==> run_1/metal_stack.png <==
Scale: 6 px per µm.
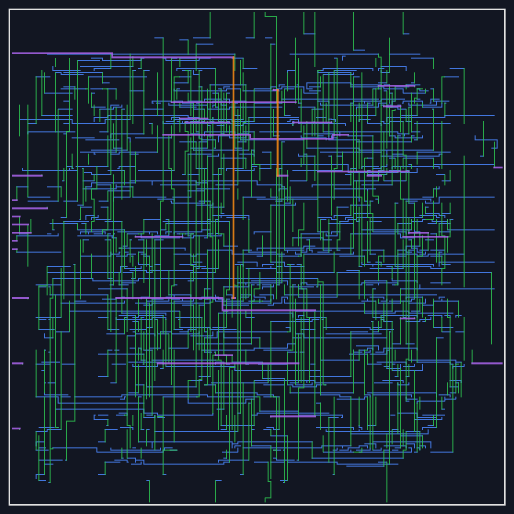
==> run_1/clock_map.png <==
Scale: 3 px per µm.
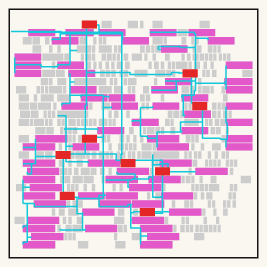
==> run_1/final_clocks.png <==
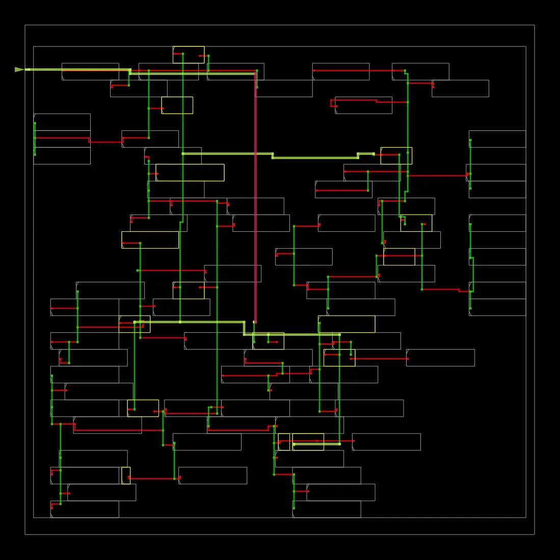
==> run_1/gate_families.png <==
Scale: 3 px per µm.
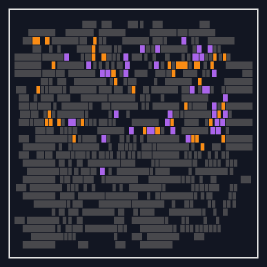
===== config.mk =====
export PLATFORM = sky130hd
export DESIGN_NAME = uart_tx_frame_shifter
export DESIGN_NICKNAME = d
export VERILOG_FILES = /design/src/rtl/uart_tx_frame_shifter.sv
export SDC_FILE = /design/constraint.sdc
export NUM_CORES = 1
export LEC_CHECK = 0
export ABC_AREA = 1
export ABC_CLOCK_PERIOD_IN_PS = 3050
export CAP_MARGIN = 40
export CORE_UTILIZATION = 54
export DETAILED_ROUTE_END_ITERATION = 6
export PLACE_DENSITY_LB_ADDON = 0.05
export SLEW_MARGIN = 10
export SYNTH_ARGS = -nofsm -noshare
export SYNTH_HDL_FRONTEND = slang
export SYNTH_SLANG_ARGS = --single-unit
export TNS_END_PERCENT = 20

===== constraint.sdc =====
create_clock -name BaudOut -period 3.05 [get_ports BaudOut]
set_input_delay 0.61 -clock BaudOut [delete_from_list [all_inputs] [get_ports BaudOut]]
set_output_delay 0.61 -clock BaudOut [all_outputs]
set_load 0.005 [all_outputs]

===== src/rtl/uart_tx_frame_shifter.sv =====
// FIFO-buffered UART transmitter clocked by the baud tick: one BaudOut posedge per bit time.
// Frame = start, 5..DATA_W data bits LSB first, optional parity, one or two stop bits.
module uart_tx_frame_shifter #(
    parameter int unsigned DATA_W     = 8,
    parameter int unsigned FIFO_DEPTH = 4
) (
    input  logic              BaudOut,
    input  logic              rst,
    input  logic [DATA_W-1:0] data_in,
    input  logic              wr_en,
    input  logic [3:0]        data_bits,
    input  logic [1:0]        parity_type,
    input  logic              stop_bits,
    output logic              data_out,
    output logic              p_parity_out,
    output logic              tx_active,
    output logic              tx_done,
    output logic              full,
    output logic              empty,
    output logic              overflow
);
    localparam int unsigned PTR_W = (FIFO_DEPTH > 1) ? $clog2(FIFO_DEPTH) : 1;
    localparam int unsigned OCC_W = PTR_W + 1;
    localparam int unsigned CNT_W = $clog2(DATA_W + 1);

    typedef enum logic [2:0] {
        S_IDLE,
        S_START,
        S_DATA,
        S_PARITY,
        S_STOP
    } state_t;

    logic [DATA_W-1:0] r_mem [FIFO_DEPTH];
    logic [PTR_W-1:0]  r_wr_ptr;
    logic [PTR_W-1:0]  r_rd_ptr;
    logic [OCC_W-1:0]  r_count;

    state_t            r_state;
    logic [DATA_W-1:0] r_shreg;
    logic [CNT_W-1:0]  r_nbits;
    logic [CNT_W-1:0]  r_cnt;
    logic              r_par_en;
    logic              r_par_bit;
    logic              r_stop2;

    logic              w_push;
    logic              w_pop;
    logic              w_frame_end;
    logic              w_xor;
    logic [CNT_W-1:0]  w_nbits;
    logic [DATA_W-1:0] w_head_masked;
    logic [OCC_W-1:0]  w_count_nxt;

    // Out-of-range widths fall back to the full payload width.
    always_comb begin
        if ((data_bits < 4'd5) || (32'(data_bits) > DATA_W)) begin
            w_nbits = CNT_W'(DATA_W);
        end else begin
            w_nbits = CNT_W'(data_bits);
        end
    end

    always_comb begin
        w_head_masked = '0;
        for (int i = 0; i < int'(DATA_W); i++) begin
            if (i < int'(w_nbits)) begin
                w_head_masked[i] = r_mem[r_rd_ptr][i];
            end
        end
    end

    assign w_xor       = ^w_head_masked;
    assign w_frame_end = (r_state == S_STOP) && !(r_stop2 && (r_cnt == CNT_W'(1)));
    assign w_pop       = !empty && ((r_state == S_IDLE) || w_frame_end);
    assign w_push      = wr_en && !full;
    assign w_count_nxt = r_count + OCC_W'(w_push) - OCC_W'(w_pop);

    always_ff @(posedge BaudOut) begin
        if (w_push) begin
            r_mem[r_wr_ptr] <= data_in;
        end
    end

    // Pointers and flags; full/empty are registered from the next occupancy.
    always_ff @(posedge BaudOut or posedge rst) begin
        if (rst) begin
            r_wr_ptr <= '0;
            r_rd_ptr <= '0;
            r_count  <= '0;
            full     <= 1'b0;
            empty    <= 1'b1;
            overflow <= 1'b0;
        end else begin
            if (w_push) begin
                r_wr_ptr <= r_wr_ptr + PTR_W'(1);
            end
            if (w_pop) begin
                r_rd_ptr <= r_rd_ptr + PTR_W'(1);
            end
            r_count <= w_count_nxt;
            full    <= (w_count_nxt == OCC_W'(FIFO_DEPTH));
            empty   <= (w_count_nxt == '0);
            if (wr_en && full) begin
                overflow <= 1'b1;
            end
        end
    end

    always_ff @(posedge BaudOut or posedge rst) begin
        if (rst) begin
            r_state      <= S_IDLE;
            data_out     <= 1'b1;
            p_parity_out <= 1'b0;
            tx_active    <= 1'b0;
            tx_done      <= 1'b0;
            r_shreg      <= '0;
            r_nbits      <= '0;
            r_cnt        <= '0;
            r_par_en     <= 1'b0;
            r_par_bit    <= 1'b0;
            r_stop2      <= 1'b0;
        end else begin
            tx_done <= 1'b0;
            if (w_pop) begin
                // Pop also covers the back-to-back case straight out of STOP.
                r_state      <= S_START;
                data_out     <= 1'b0;
                tx_active    <= 1'b1;
                tx_done      <= w_frame_end;
                r_shreg      <= w_head_masked;
                r_nbits      <= w_nbits;
                r_cnt        <= '0;
                r_par_en     <= (parity_type == 2'b01) || (parity_type == 2'b10);
                r_par_bit    <= (parity_type == 2'b01) ? ~w_xor : w_xor;
                r_stop2      <= stop_bits;
                p_parity_out <= ~w_xor;
            end else begin
                case (r_state)
                    S_IDLE: begin
                        data_out     <= 1'b1;
                        tx_active    <= 1'b0;
                        p_parity_out <= 1'b0;
                    end
                    S_START: begin
                        data_out <= r_shreg[0];
                        r_shreg  <= r_shreg >> 1;
                        r_cnt    <= CNT_W'(1);
                        r_state  <= S_DATA;
                    end
                    S_DATA: begin
                        if (r_cnt == r_nbits) begin
                            if (r_par_en) begin
                                data_out <= r_par_bit;
                                r_state  <= S_PARITY;
                            end else begin
                                data_out <= 1'b1;
                                r_cnt    <= CNT_W'(1);
                                r_state  <= S_STOP;
                            end
                        end else begin
                            data_out <= r_shreg[0];
                            r_shreg  <= r_shreg >> 1;
                            r_cnt    <= r_cnt + CNT_W'(1);
                        end
                    end
                    S_PARITY: begin
                        data_out <= 1'b1;
                        r_cnt    <= CNT_W'(1);
                        r_state  <= S_STOP;
                    end
                    S_STOP: begin
                        if (w_frame_end) begin
                            tx_done      <= 1'b1;
                            data_out     <= 1'b1;
                            tx_active    <= 1'b0;
                            p_parity_out <= 1'b0;
                            r_state      <= S_IDLE;
                        end else begin
                            data_out <= 1'b1;
                            r_cnt    <= r_cnt + CNT_W'(1);
                        end
                    end
                    default: begin
                        data_out  <= 1'b1;
                        tx_active <= 1'b0;
                        r_state   <= S_IDLE;
                    end
                endcase
            end
        end
    end

endmodule

==> flow_summary.toml, run 1 <==
# synthesis and place-and-route metrics
[timing]
setup_viol = 0
finClkSkew_ns = 0.0117
grt_setup_unrepaired = "no"
maxSlewHeadroom_pct = 51.3
tns_ns = 0
fin_crit_sh_pct = 83.0
final_max_slew_viol_count = 0
period_minus_slack_ns = 2.53
timing.fmax_mhz = 395
hold_viol = 0
worstMarginPinSlew_ns = 0.731

[finish]
antenna_cells = 0
signal_buffer_area_fraction_pct = 7.27
area_growth_pct = 15.5
clkbuf_count = 14
nFillCells = 507
final_layout_top_logic_cells = "nand2_1 (128), inv_1 (41), dfrtp_1 (34), edfxtp_1 (32), nor2_1 (29)"
clockNetworkAreaShare_pct = 5.96
largest_class = "flip-flops and latches"
regArea_um2 = 1860
nNonClkBuffers = 31
comb.multi_input.count = 267
seq_area_share_pct = 46.3
nets = 453
combGateArea_um2 = 1350
inv_count = 49

[critical_path]
start_kind = "flop"
cp-startpoint = "r_cnt[1]"
ff2ff_setup_slack_ns = 0.52
criticalPathCategory = "reg -> reg"
cp.depth = 12
crit_slowest_cell = "dfrtp_1"
r2r_cells = 12
cp_top_family = "simple AND/OR/NAND/NOR gates"
crit_chain = "inv_1 > ha_1 > nand4_1 > nand2_1 > nand2_1 > nand2_2 > buf_4 > nor2_1 > fa_1 > xnor2_1 > xnor2_1 > nor3b_1"
cp.required_ns = 3.31
crit_path_end = "full"
worst-path-max-fanout = 30
r2r-start = "r_cnt[1]"
crit_buf_inv = 2
r2r_end = "full"
end_kind = "flop"
cp_slowest_stage_delay_ns = 0.41

[hold_path]
hold-path-cell-count = 2
hold_end = "tx_active"
min_from = "tx_active"
hold_path_class = "reg -> reg"

[global_route]
grt_pass1_wl_mm = 11.7
grt_pass1_vias = 2494
grt.overflow.total = 0
grt_antenna_before_repair = 0
grt_start_max_net_pins = 37

[placement]
dp_cells = 490
io_buffers = 24
post-dp-hpwl_mm = 4.73
gp_congestion = 0.848

[flow_run]
warnings = 30
drv_cap = 0

[clock_tree]
ctsHoldBuffers = 0
h-tree-depth = 3
clk_pin_slew_worst_paths_ns = 0.08
cts.repair.resized = 0
root_buffer = "clkbuf_8"
post-cts-setup-buffers = 0
clock_latency_ns = 0.34
numClockSinks = 68
ctsLongestPathBuffers = 2

[power]
power_switching_share_pct = 42.9
power_per_cell_area_nw_per_um2 = 1120
p_seq_uw = 1530
clkPwrFrac_pct = 19.0
powerClk_uw = 856
pwr-share-seq_pct = 34.0
finalPower_uw = 4520
p_int_uw = 2580
ir_worst_vdd_uv = 838
pwr-share-comb_pct = 47.1
power.switching_uw = 1940
p_leak_uw = 0.00190
power_leader = "combinational logic"
powerComb_uw = 2130

[routing]
via_per_inst = 5.03
drtAntennaViolNets = 0
drtPass1Iterations = 4
drcViolationCount = 0
routedWlPerCell_um = 13.6
drt_iter0_drc = 170

[yosys]
mux_area_share_pct = 0
synth_area_per_cell_um2 = 8.87
postSynthSeqShare_pct = 53.5
simple_gate_area_share_pct = 27.3
synth.cell_area_um2 = 3490
yosys.area_share.aoi_pct = 5.64
yosys_warnings = 0
synthesis.nets = 420
synth.most_common_cell = "nand2_1"
yosys_most_used_dff = "dfrtp_1"
yosys-top-cells-count = "nand2_1 (128), inv_1 (41), dfrtp_1 (34)"
edf_count = 32
ys_cells = 393
synth_async_sr_flop_share_pct = 52.9
synth_chip_area_um2 = 3490
synth_top_area_share_pct = 27.6
synth_cells = 393
area_leaders = "edfxtp_1 (28%), dfrtp_1 (24%), nand2_1 (14%), inv_1 (4.4%), nand3_2 (3.2%)"
ys_sh_adder_pct = 3.45
ys.flops = 68
synthTopLogicFamily = "simple AND/OR/NAND/NOR gates"
yosys.area.top_type = "edfxtp_1"

[floorplan]
core-area_um2 = 6060
dieArea_um2 = 6780
dieHeight_um = 82.3
tap_cells = 75
fp-row-count = 28
ios = 25
initial_utilization_pct = 57.5
die_x_um = 82.3

[status]
status = "finished, final reports clean"
Back to the opening pictures, metal_stack.png:
Key: met4 = orange [wire length 54.4 µm]; met3 = purple [wire length 258 µm]; met1 = blue [wire length 3200 µm]; met2 = green [wire length 3370 µm]
Detailed Route WL: 6.88 mm
gr usage total: 24.0%
via count: 2543

Back to the opening pictures, clock_map.png:
Key: cells driving clock nets = red [count 9]; flip-flops = magenta [count 68]; clock wires = cyan [length 866 µm]
Position of the flops: all over the die. There are 10 routed clock nets.

Back to the opening pictures, final_clocks.png:
number of buffers created by CTS: 9
registers: 68

Back to the opening pictures, gate_families.png:
Key: NOR gates = orange [cells 36, most used nor2_1]; inverting AOI/OAI gates = purple [cells 36, most used o21ai_0]
Comb/total area: 33.5%
most frequent logic cell in the layout: nand2_1
final instance count without filler cells: 506

## run 1: stage by stage
step                hold WS (ns)  instance area (µm²)  utilization, %  worst slack [ns]
global route               0.507                 4030            66.5             0.299
floorplan                  0.440                 3490               -             0.563
finish                     0.473                 4030            66.5             0.517
detailed placement         0.461                 3790            62.5             0.296
CTS                        0.480                 4030            66.5             0.499
global placement           0.456                 3790            62.5             0.355
## run 1: registers in the layout (all words and copies together), names as in the netlist, 2 cells and up
name and flops:
r_cnt 4, r_shreg 8, r_nbits 4, r_count 3, r_wr_ptr 2, r_state 3, r_mem 32, r_rd_ptr 2
## run 1: per-layer routing
metal  vias up  track usage [%]  share of wire [%]
li1       1320                -                  -
met1      1165             31.4                 47
met2        54             39.2                 49
met3         4             3.74                3.7
met4         0             11.4               0.78
met5         -                0                  0
==> run_1/pdn.png <==
Scale: 4 px per µm. Pins as bars on the die edge.
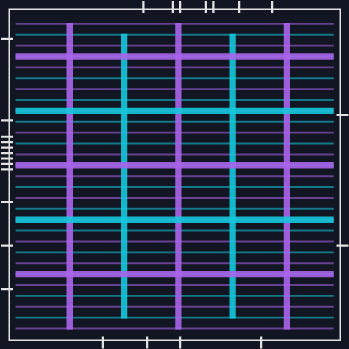

==> run 1 -> run 2 <==
Settings changed: ABC_CLOCK_PERIOD_IN_PS 3050 to 2200, CORE_UTILIZATION 54 to 53.
Clock period 3.05 ns to 2.2 ns, I/O delays scaled along.
==> run_2/pdn.png <==
Scale: 4 px per µm. Pins as bars on the die edge.
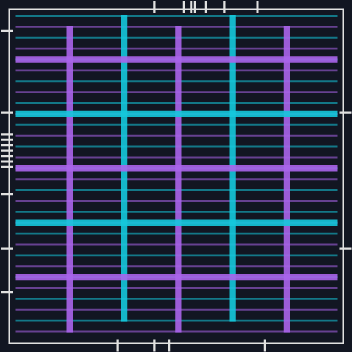
Key: VSS = purple; VDD = cyan
The core has 29 rows. 5 straps on met5. 30 met1 rails follow the rows. 25 signal pins sit on the boundary.

==> run_2/gate_families.png <==
Scale: 3 px per µm.
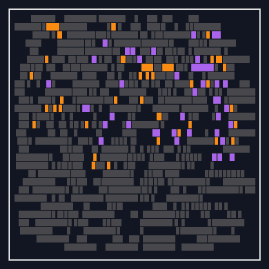
Key: NOR gates = orange [cells 36, most used nor2_1]; inverting AOI/OAI gates = purple [cells 36, most used o21ai_0]
final instance count without filler cells: 530
Comb/total area: 33.3%

==> run_2/clock_map.png <==
Scale: 3 px per µm.
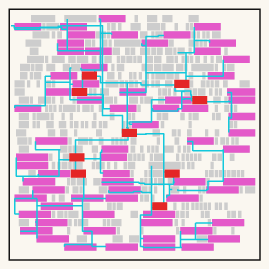
Key: cells driving clock nets = red [count 9]; clock wires = cyan [length 876 µm]; flip-flops = magenta [count 68]
There are 10 routed clock nets. Position of the flops: all over the die.

==> run 2 against run 1 <==
The run now ends with setup timing left. Area after synthesis did not move. Setup slack got worse by 0.71 ns. Non-clock buffer count rose by 22. First-iteration DRC count fell by 27%. Critical endpoint unchanged.
==> flow_summary.toml, run 2 <==
# synthesis and place-and-route metrics
[status]
status = "finished, violations left"
violations = "setup timing"

[yosys]
synth_top_area_share_pct = 27.6
edf_count = 32
synthesis.nets = 420
yosys-top-cells-count = "nand2_1 (128), inv_1 (41), dfrtp_1 (34)"
ys_sh_adder_pct = 3.45
yosys.area.top_type = "edfxtp_1"
synth_cells = 393
area_leaders = "edfxtp_1 (28%), dfrtp_1 (24%), nand2_1 (14%), inv_1 (4.4%), nand3_2 (3.2%)"
simple_gate_area_share_pct = 27.3
synth.most_common_cell = "nand2_1"
synth_chip_area_um2 = 3490
postSynthSeqShare_pct = 53.5
synthTopLogicFamily = "simple AND/OR/NAND/NOR gates"
ys.flops = 68
yosys.area_share.aoi_pct = 5.64
synth.cell_area_um2 = 3490

[floorplan]
dieArea_um2 = 6910
core-area_um2 = 6350
ios = 25
initial_utilization_pct = 54.9

[critical_path]
cp.required_ns = 2.45
crit_chain = "inv_2 > ha_4 > nand4_1 > nand2_2 > nand2_2 > nand2_2 > xor2_1 > ha_2 > inv_2 > fa_2 > xnor2_2 > xnor2_2 > nor3b_2"
crit_slowest_cell = "dfrtp_1"
r2r-start = "r_cnt[1]"
r2r_end = "full"
end_kind = "flop"
cp.depth = 13
r2r_cells = 13
worst-path-max-fanout = 3
crit_path_end = "full"
ff2ff_setup_slack_ns = -0.19
cp_top_family = "adder cells"
cp_slowest_stage_delay_ns = 0.39
crit_buf_inv = 2
start_kind = "flop"

[timing]
grt_setup_unrepaired = "yes"
fin_crit_sh_pct = 109
tns_ns = -0.270
hold_viol = 0
setup_viol = 2
worstMarginPinSlew_ns = 0.465
finClkSkew_ns = 0.00767
fin_ws_ns = -0.189
maxSlewHeadroom_pct = 69.0
final_max_slew_viol_count = 0

[routing]
wirelength_mm = 7.04
drcViolationCount = 0
dr_wl_met2_mm = 3.36
drtPass1Iterations = 4
drt_iter0_drc = 124
highest_layer = "met4"
met3_length_um = 247
routedWlPerCell_um = 13.3
via_count = 2658

[global_route]
track_usage_pct = 22.0
grtUsageMet1_pct = 29.9
grt_pass1_wl_mm = 12.1
grt_use_met2_pct = 35.5
grt_antenna_before_repair = 0
grt_start_max_net_pins = 37
use_met3_pct = 5.17

[clock_tree]
h-tree-depth = 3
clock_latency_ns = 0.34
numCtsBuffers = 9
clk_pin_slew_worst_paths_ns = 0.08
numClockSinks = 68

[power]
power_per_cell_area_nw_per_um2 = 1560
finalPower_uw = 6650
ir_worst_vdd_uv = 1100

[placement]
gp_congestion = 0.801
post-dp-hpwl_mm = 4.72
dp_cells = 504

[finish]
layout_top_cell = "nand2_1"
antenna_cells = 0
final_cell_area_um2 = 4250
largest_reg_flops = 32
area_growth_pct = 22.0
final_layout_top_logic_cells = "nand2_1 (126), inv_1 (38), dfrtp_1 (34), edfxtp_1 (32)"
nets = 475

[flow_run]
drv_cap = 0

[hold_path]
hold_end = "overflow"
==> run 2: cell counts after synthesis <==
No cell type changed its count.
==> run 2: cell type report <==
class                      instances  area, µm²  area share, %
clock buffer                       9        124           2.91
tap                               77       96.3           2.27
timing repair buffer              53        462           10.9
clock inverter                     7        100           2.35
inverter                          49        189           4.44
multi-input combinational        267       1420           33.3
sequential                        68       1860           43.8
==> run 2: power by group <==
group | leakage [µW] | total [µW] | switching, µW | internal [µW]
clock | 0.000102 | 1150 | 509 | 644
sequential | 0.000733 | 2030 | 242 | 1790
combinational | 0.00117 | 3460 | 2100 | 1360
total | 0.00200 | 6650 | 2860 | 3790
==> run 2: what timing repair did <==
action | 4_1_cts | 5_1_grt
cloned | 0 | 0
buffers inserted | 10 | 2
endpoints found under the setup margin | 2 | 16
pin swaps | 8 | 3
resized | 5 | 10
==> run_2/final_clocks.png <==
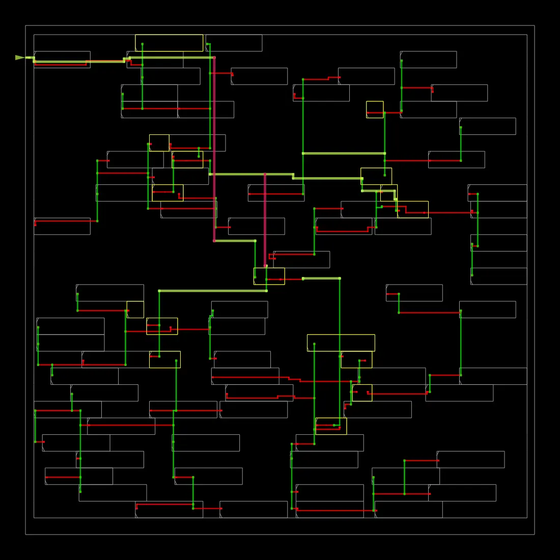

==> run 2 -> run 3 <==
Settings changed: SKIP_LAST_GASP set to 1.
==> run_3/final_clocks.png <==
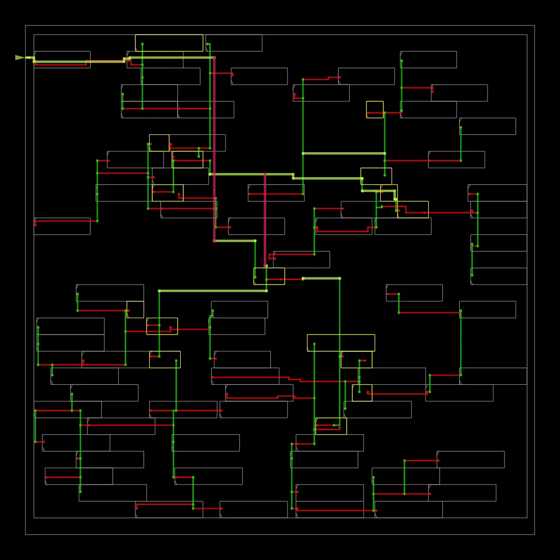
Clock group: 1150 µW
clk sink count: 68

==> run_3/clock_map.png <==
Scale: 3 px per µm.
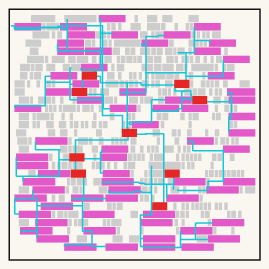
Key: flip-flops = magenta [count 68]; clock wires = cyan [length 876 µm]; cells driving clock nets = red [count 9]
There are 10 routed clock nets.
skew final: 0.00767 ns
worst skew pair latency: 0.34 ns
Clk pwr share: 17.3%

==> run_3/gate_families.png <==
Scale: 3 px per µm.
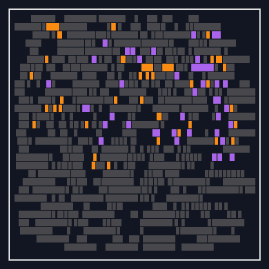
Key: inverting AOI/OAI gates = purple [cells 36, most used o21ai_0]; NOR gates = orange [cells 36, most used nor2_1]

==> run 3 against run 2 <==
The run still ends with setup timing left. Critical path type unchanged. Power hardly changed. First-iteration DRC count is 1.6% higher. Core utilization is the same. Area after synthesis did not move. Final cell count is the same. Sequential share of layout area stayed put. Clock skew unchanged. Critical endpoint unchanged.
==> flow_summary.toml, run 3 <==
# synthesis and place-and-route metrics
[routing]
routedWlPerCell_um = 13.3
via_count = 2658
wl_met1_mm = 3.40
drt_iter0_drc = 126
wirelength_mm = 7.04
via_per_inst = 5.02
highest_layer = "met4"
drtPass1Iterations = 4
dr_wl_met2_mm = 3.36
drtAntennaViolNets = 0
drcViolationCount = 0
met3_length_um = 240

[global_route]
grt_use_met2_pct = 35.5
grt_pass1_wl_mm = 12.1
grt_start_max_net_pins = 37
use_met3_pct = 5.17
grt.overflow.total = 0
track_usage_pct = 22.0
grt_antenna_before_repair = 0
grtUsageMet1_pct = 29.9
grt_pass1_vias = 2706
grt-busiest-layer = "met2"

[timing]
final_max_slew_viol_count = 0
fin_crit_sh_pct = 109
hold_viol = 0
worstMarginPinSlew_ns = 0.465
fin_ws_ns = -0.189
setup_viol = 2
period_minus_slack_ns = 2.39
hold_slack_ns = 0.479
tns_ns = -0.270
timing.fmax_mhz = 419
maxSlewHeadroom_pct = 69.0
grt_setup_unrepaired = "yes"

[finish]
nNonClkBuffers = 53
layout_top_cell = "nand2_1"
antenna_cells = 0
seq_area_share_pct = 43.8
sh_comb_area_pct = 33.3
clockNetworkAreaShare_pct = 5.27
final_util_pct = 67.0
final_layout_top_logic_cells = "nand2_1 (126), inv_1 (38), dfrtp_1 (34), edfxtp_1 (32)"
nets = 475
top_regs = "r_mem x32, r_shreg x8"
comb.multi_input.count = 267
inv_count = 49
largest_reg_flops = 32
final_cells = 530
final_cell_area_um2 = 4250
largest_class = "flip-flops and latches"
signal_buffer_area_fraction_pct = 10.9
regArea_um2 = 1860
nFillCells = 500
combGateArea_um2 = 1420
area_growth_pct = 22.0
clkbuf_count = 9
flops = 68
regMostFlops = "r_mem"

[floorplan]
fp-row-count = 29
die_x_um = 83.1
core-area_um2 = 6350
ios = 25
dieHeight_um = 83.1
tap_cells = 77
initial_utilization_pct = 54.9
dieArea_um2 = 6910

[yosys]
yosys.area.top_type = "edfxtp_1"
edf_count = 32
synth_chip_area_um2 = 3490
yosys_most_used_dff = "dfrtp_1"
synthesis.nets = 420
postSynthSeqShare_pct = 53.5
yosys-top-cells-count = "nand2_1 (128), inv_1 (41), dfrtp_1 (34)"
synthTopLogicFamily = "simple AND/OR/NAND/NOR gates"
synth_top_area_share_pct = 27.6
simple_gate_area_share_pct = 27.3
synth.cell_area_um2 = 3490
yosys.area_share.aoi_pct = 5.64
ys.flops = 68
area_leaders = "edfxtp_1 (28%), dfrtp_1 (24%), nand2_1 (14%), inv_1 (4.4%), nand3_2 (3.2%)"
yosys_warnings = 0
ys_sh_adder_pct = 3.45
synth.most_common_cell = "nand2_1"
synth_cells = 393
synth_area_per_cell_um2 = 8.87
ys_cells = 393
mux_area_share_pct = 0

[power]
power_per_cell_area_nw_per_um2 = 1560
finalPower_uw = 6650
p_leak_uw = 0.00200
ir_worst_vdd_uv = 1100

[critical_path]
crit_chain = "inv_2 > ha_4 > nand4_1 > nand2_2 > nand2_2 > nand2_2 > xor2_1 > ha_2 > inv_2 > fa_2 > xnor2_2 > xnor2_2 > nor3b_2"
start_kind = "flop"
worst-path-max-fanout = 3
arrival_ns = 2.64
cp_top_family = "adder cells"
end_kind = "flop"
cp_slowest_stage_delay_ns = 0.39
crit_slowest_cell = "dfrtp_1"
crit_buf_inv = 2
criticalPathCategory = "reg -> reg"
cp.required_ns = 2.45

[placement]
dp_cells = 504
post-dp-hpwl_mm = 4.72
io_buffers = 24
dpl_cell_area_um2 = 3890
gp_congestion = 0.801
place_ws_ns = -0.389

[status]
status = "finished, violations left"
violations = "setup timing"

[clock_tree]
ctsHoldBuffers = 0
ctsLongestPathBuffers = 2
cts.repair.resized = 5
clk_pin_slew_worst_paths_ns = 0.08
h-tree-depth = 3
post-cts-setup-buffers = 10
numCtsBuffers = 9
root_buffer = "clkbuf_8"

[flow_run]
drv_cap = 0
warnings = 33

[hold_path]
hold_path_class = "reg -> reg"
==> run 3: cell counts after synthesis <==
Identical to the previous run, type by type.
==> run 3: path summary, 6_finish.rpt <==
check | startpoint | endpoint | slack [ns] | cells after the start
min in group asynchronous | rst | r_cnt[2] | 0.52 | 3
max in group asynchronous | rst | data_out | 1.33 | 3
min reg2reg | overflow | overflow | 0.48 | 1
max reg2reg | r_cnt[1] | full | -0.19 | 13
max | r_cnt[1] | full | -0.19 | 13
min | overflow | overflow | 0.48 | 1
==> run 3: power by group <==
part | internal [µW] | switching, µW | leakage (µW) | total, µW
registers | 1790 | 242 | 0.000733 | 2030
clock network | 644 | 509 | 0.000102 | 1150
logic | 1360 | 2100 | 0.00117 | 3470
total | 3790 | 2860 | 0.00200 | 6650
Power is estimated from default activity; no workload was simulated.
